`src/rtl/ps2_key_decoder.sv`:
```
// PS/2 set-2 scan-code decoder: resolves E0/F0 prefixes, skips the E1 Pause sequence,
// filters typematic repeats of held direction keys and tracks the held move direction.
// Define PS2_WASD_EN to let W/S/A/D also drive up/down/left/right.
module ps2_key_decoder #(
    parameter int TIMEOUT_CYCLES = 2500000,
    parameter int E1_SKIP        = 7
) (
    input  logic       clk,
    input  logic       reset,
    input  logic       key_en,
    input  logic [7:0] key_data,
    output logic [7:0] keycode,
    output logic       key_make,
    output logic       key_ext,
    output logic       key_valid,
    output logic [2:0] move,
    output logic       move_strobe
);

    localparam int TO_W = (TIMEOUT_CYCLES > 1) ? $clog2(TIMEOUT_CYCLES + 1) : 1;
    localparam int SK_W = (E1_SKIP > 1) ? $clog2(E1_SKIP + 1) : 1;

    typedef enum logic [2:0] {IDLE, EXT, BRK, EXT_BRK, SKIP} state_t;

    state_t          state, state_nxt;
    logic [TO_W-1:0] to_cnt, to_nxt;
    logic [SK_W-1:0] skip_cnt, skip_nxt;
    logic            timed, to_hit;
    logic            ev_fire, ev_make, ev_ext;

    logic            is_dir, own_held, commit, strobe_nxt;
    logic [1:0]      dir_idx;
    logic [2:0]      move_nxt;
    logic [3:0]      held_arrow, arrow_nxt, dir_mask, dir_after;
`ifdef PS2_WASD_EN
    logic            is_wasd;
    logic [3:0]      held_wasd, wasd_nxt;
`endif

    // Priority fallback when the current direction is released: up > down > left > right.
    function automatic logic [2:0] fallback(input logic [3:0] mask);
        if (mask[0])      return 3'd1;
        else if (mask[1]) return 3'd2;
        else if (mask[2]) return 3'd3;
        else if (mask[3]) return 3'd4;
        else              return 3'd0;
    endfunction

    always_comb begin
        state_nxt = state;
        skip_nxt  = skip_cnt;
        to_nxt    = '0;
        ev_fire   = 1'b0;
        ev_make   = 1'b0;
        ev_ext    = 1'b0;
        timed     = (state == EXT) || (state == BRK) || (state == EXT_BRK);
        to_hit    = timed && !key_en && (to_cnt == TO_W'(TIMEOUT_CYCLES - 1));
        if (timed && !key_en && !to_hit)
            to_nxt = to_cnt + TO_W'(1);

        case (state)
            IDLE: begin
                if (key_en) begin
                    case (key_data)
                        8'hE0: state_nxt = EXT;
                        8'hF0: state_nxt = BRK;
                        8'hE1: begin
                            state_nxt = SKIP;
                            skip_nxt  = SK_W'(E1_SKIP);
                        end
                        8'hAA, 8'hFA, 8'hFE, 8'hEE, 8'h00, 8'hFF: ;
                        default: begin
                            ev_fire = 1'b1;
                            ev_make = 1'b1;
                        end
                    endcase
                end
            end
            EXT: begin
                if (key_en) begin
                    if (key_data == 8'hF0) begin
                        state_nxt = EXT_BRK;
                    end else if (key_data != 8'hE0) begin
                        ev_fire   = 1'b1;
                        ev_make   = 1'b1;
                        ev_ext    = 1'b1;
                        state_nxt = IDLE;
                    end
                end else if (to_hit) begin
                    state_nxt = IDLE;
                end
            end
            BRK, EXT_BRK: begin
                if (key_en) begin
                    ev_fire   = 1'b1;
                    ev_ext    = (state == EXT_BRK);
                    state_nxt = IDLE;
                end else if (to_hit) begin
                    state_nxt = IDLE;
                end
            end
            SKIP: begin
                if (key_en) begin
                    if (skip_cnt <= SK_W'(1)) begin
                        state_nxt = IDLE;
                        skip_nxt  = '0;
                    end else begin
                        skip_nxt = skip_cnt - SK_W'(1);
                    end
                end
            end
            default: state_nxt = IDLE;
        endcase
    end

    // Direction decode, repeat filter and held-mask / move update for the completed code.
    always_comb begin
        is_dir  = 1'b0;
        dir_idx = 2'd0;
        if (ev_ext) begin
            case (key_data)
                8'h75: begin is_dir = 1'b1; dir_idx = 2'd0; end
                8'h72: begin is_dir = 1'b1; dir_idx = 2'd1; end
                8'h6B: begin is_dir = 1'b1; dir_idx = 2'd2; end
                8'h74: begin is_dir = 1'b1; dir_idx = 2'd3; end
                default: ;
            endcase
        end
        arrow_nxt = held_arrow;
`ifdef PS2_WASD_EN
        is_wasd = 1'b0;
        if (!ev_ext) begin
            case (key_data)
                8'h1D: begin is_dir = 1'b1; is_wasd = 1'b1; dir_idx = 2'd0; end
                8'h1B: begin is_dir = 1'b1; is_wasd = 1'b1; dir_idx = 2'd1; end
                8'h1C: begin is_dir = 1'b1; is_wasd = 1'b1; dir_idx = 2'd2; end
                8'h23: begin is_dir = 1'b1; is_wasd = 1'b1; dir_idx = 2'd3; end
                default: ;
            endcase
        end
        wasd_nxt = held_wasd;
        own_held = is_wasd ? held_wasd[dir_idx] : held_arrow[dir_idx];
        dir_mask = held_arrow | held_wasd;
`else
        own_held = held_arrow[dir_idx];
        dir_mask = held_arrow;
`endif
        commit     = ev_fire && !(ev_make && is_dir && own_held);
        move_nxt   = move;
        strobe_nxt = 1'b0;
        dir_after  = dir_mask;
        if (commit && is_dir) begin
`ifdef PS2_WASD_EN
            if (is_wasd) wasd_nxt[dir_idx] = ev_make;
            else         arrow_nxt[dir_idx] = ev_make;
            dir_after = arrow_nxt | wasd_nxt;
`else
            arrow_nxt[dir_idx] = ev_make;
            dir_after = arrow_nxt;
`endif
            if (ev_make) begin
                move_nxt   = {1'b0, dir_idx} + 3'd1;
                strobe_nxt = !dir_mask[dir_idx];
            end else if ((move == {1'b0, dir_idx} + 3'd1) && !dir_after[dir_idx]) begin
                move_nxt = fallback(dir_after);
            end
        end
    end

    // Commit stage: all event outputs update together one cycle after the completing byte.
    always_ff @(posedge clk) begin
        if (reset) begin
            state       <= IDLE;
            to_cnt      <= '0;
            skip_cnt    <= '0;
            held_arrow  <= '0;
`ifdef PS2_WASD_EN
            held_wasd   <= '0;
`endif
            keycode     <= '0;
            key_make    <= 1'b0;
            key_ext     <= 1'b0;
            key_valid   <= 1'b0;
            move        <= '0;
            move_strobe <= 1'b0;
        end else begin
            state       <= state_nxt;
            to_cnt      <= to_nxt;
            skip_cnt    <= skip_nxt;
            held_arrow  <= arrow_nxt;
`ifdef PS2_WASD_EN
            held_wasd   <= wasd_nxt;
`endif
            key_valid   <= commit;
            move        <= move_nxt;
            move_strobe <= strobe_nxt;
            if (commit) begin
                keycode  <= key_data;
                key_make <= ev_make;
                key_ext  <= ev_ext;
            end
        end
    end

endmodule

```
`config.mk`:
```
export PLATFORM = sky130hd
export DESIGN_NAME = ps2_key_decoder
export DESIGN_NICKNAME = d
export VERILOG_FILES = /design/src/rtl/ps2_key_decoder.sv
export SDC_FILE = /design/constraint.sdc
export NUM_CORES = 1
export LEC_CHECK = 0
export CAP_MARGIN = 10
export CELL_PAD_IN_SITES_DETAIL_PLACEMENT = 0
export CELL_PAD_IN_SITES_GLOBAL_PLACEMENT = 1
export CORE_ASPECT_RATIO = 1.75
export CORE_MARGIN = 4
export CORE_UTILIZATION = 25
export DETAILED_ROUTE_END_ITERATION = 7
export PLACE_DENSITY_LB_ADDON = 0.08
export SLEW_MARGIN = 10
export SYNTH_ARGS = -nofsm -noshare
export SYNTH_HDL_FRONTEND = slang
export SYNTH_SLANG_ARGS = --single-unit
```
`constraint.sdc`:
```
create_clock -name clk -period 4 [get_ports clk]
set_input_delay 1.2 -clock clk [delete_from_list [all_inputs] [get_ports clk]]
set_output_delay 1.2 -clock clk [all_outputs]
set_load 0.005 [all_outputs]
```
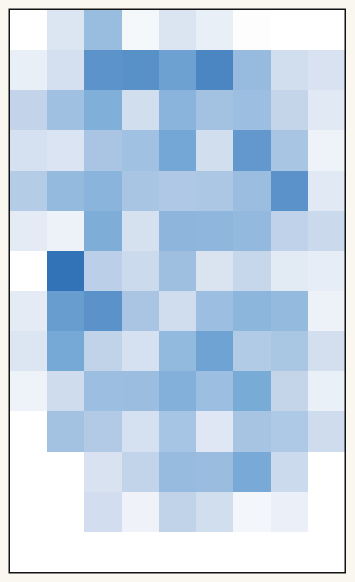
**Above:** local utilization.
9 x 14 tiles, from white (low) to dark blue (high), 0 to 100% covered.
The mean over all tiles is 26%. The fullest tile reaches 73%. The emptiest ninth of the die: lower left. 17% of the tiles are nearly empty.
Core Area: 10200 sq um
Final Core Density: 0.322
Floorplan Utilization: 0.254

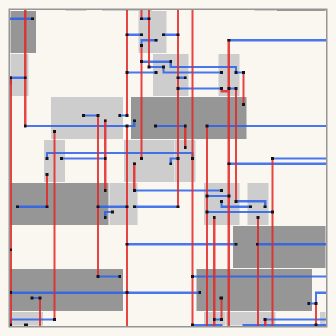
**Above:** a small window of the routed layout.
Window x 54 to 74, y 97 to 117 um. Cells in gray, sequential cells in the stronger gray; small squares are vias.
Red shows met2. Blue shows met1.
Netlist names of flops here include to_cnt (5). Most frequent: dfxtp_1 (5), nor2_1 (3), nand3_1 (2). Sequential cells in the window: 5. 15 logic cells have their middle in the window.

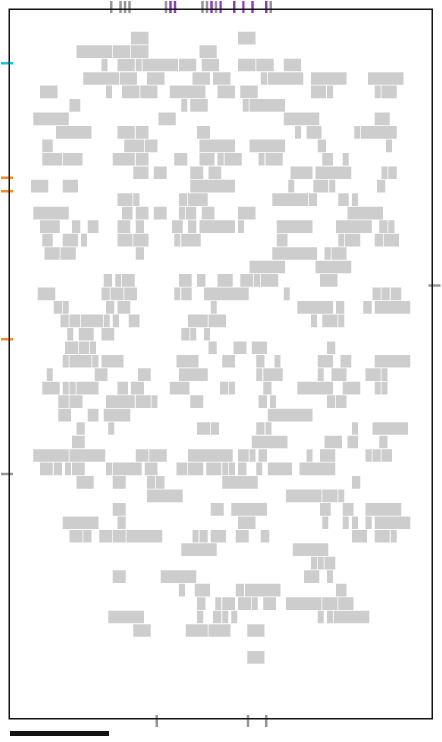
**Above:** ports around the boundary.
The bar under the picture is 20 um long. Pins as bars across the die edge, other pins in gray.
Orange shows move, pins 3, direction output, edge left. Purple shows keycode, pins 8, direction output, edge top. Cyan shows clk, pins 1, direction input, edge left.
All pins by edge: 17 top, 5 left, 3 bottom, 1 right.
Die Y: 143 um
IO buf count: 25

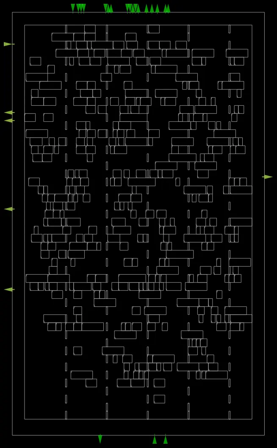
**Above:** placement view.
Rows: 49
final cell count without fillers: 481

==> critical path, stage by stage <==
cell	delay, ns
clkdlybuf4s50_1	0.61
xor2_1	0.23
nand2_1	0.10
nor2_1	0.23
inv_2	0.08
ha_1	0.23
nand2b_1	0.21
o31ai_1	0.23
a31oi_1	0.12
o2111ai_1	0.11
o21ai_2	0.11
mux2_1	0.31
==> through the flow <==
stage / cell area, sq um / util / hold WS, ns / total power [mW] / setup slack [ns]
floorplan: 2610 / - / 0.418 / 0.534 / 0.733
global placement: 3140 / 0.306 / 0.429 / 0.582 / 0.0815
detailed placement: 3140 / 0.306 / 0.440 / 0.582 / 0.0747
CTS: 3290 / 0.322 / 0.452 / 1.03 / 0.370
global route: 3290 / 0.322 / 0.473 / 1.05 / 0.261
finish: 3290 / 0.322 / 0.447 / 1.00 / 0.396
==> run summary <==
First-pass GRT wire length: 12.1 mm
Worst r2r src: state[2]$_SDFFE_PP0P_
Layout cells sized above 1: 0.138
Total Neg Setup Slack: 0 ns
Antenna Nets Post-Route: 0
Largest register FFs: 22
Chip Width: 85.2 um
Run status: finished clean
Initial antenna violation count: 0
Clk cell area share: 0.0471
Power share of the clock group: 0.433
Pwr dens: 305 nW/um^2
Tapcell Cnt: 127
Async set-reset flop share out of synthesis: 0
Logic share of the area: 0.469
Simple share: 0.283
Maxcap violations: 0
WL per Instance: 15.5 um
Diode count: 0
Final Max Slew Viols: 0
RSZ-0062 raised after global routing: no
Power and IR drop assume default switching activity.
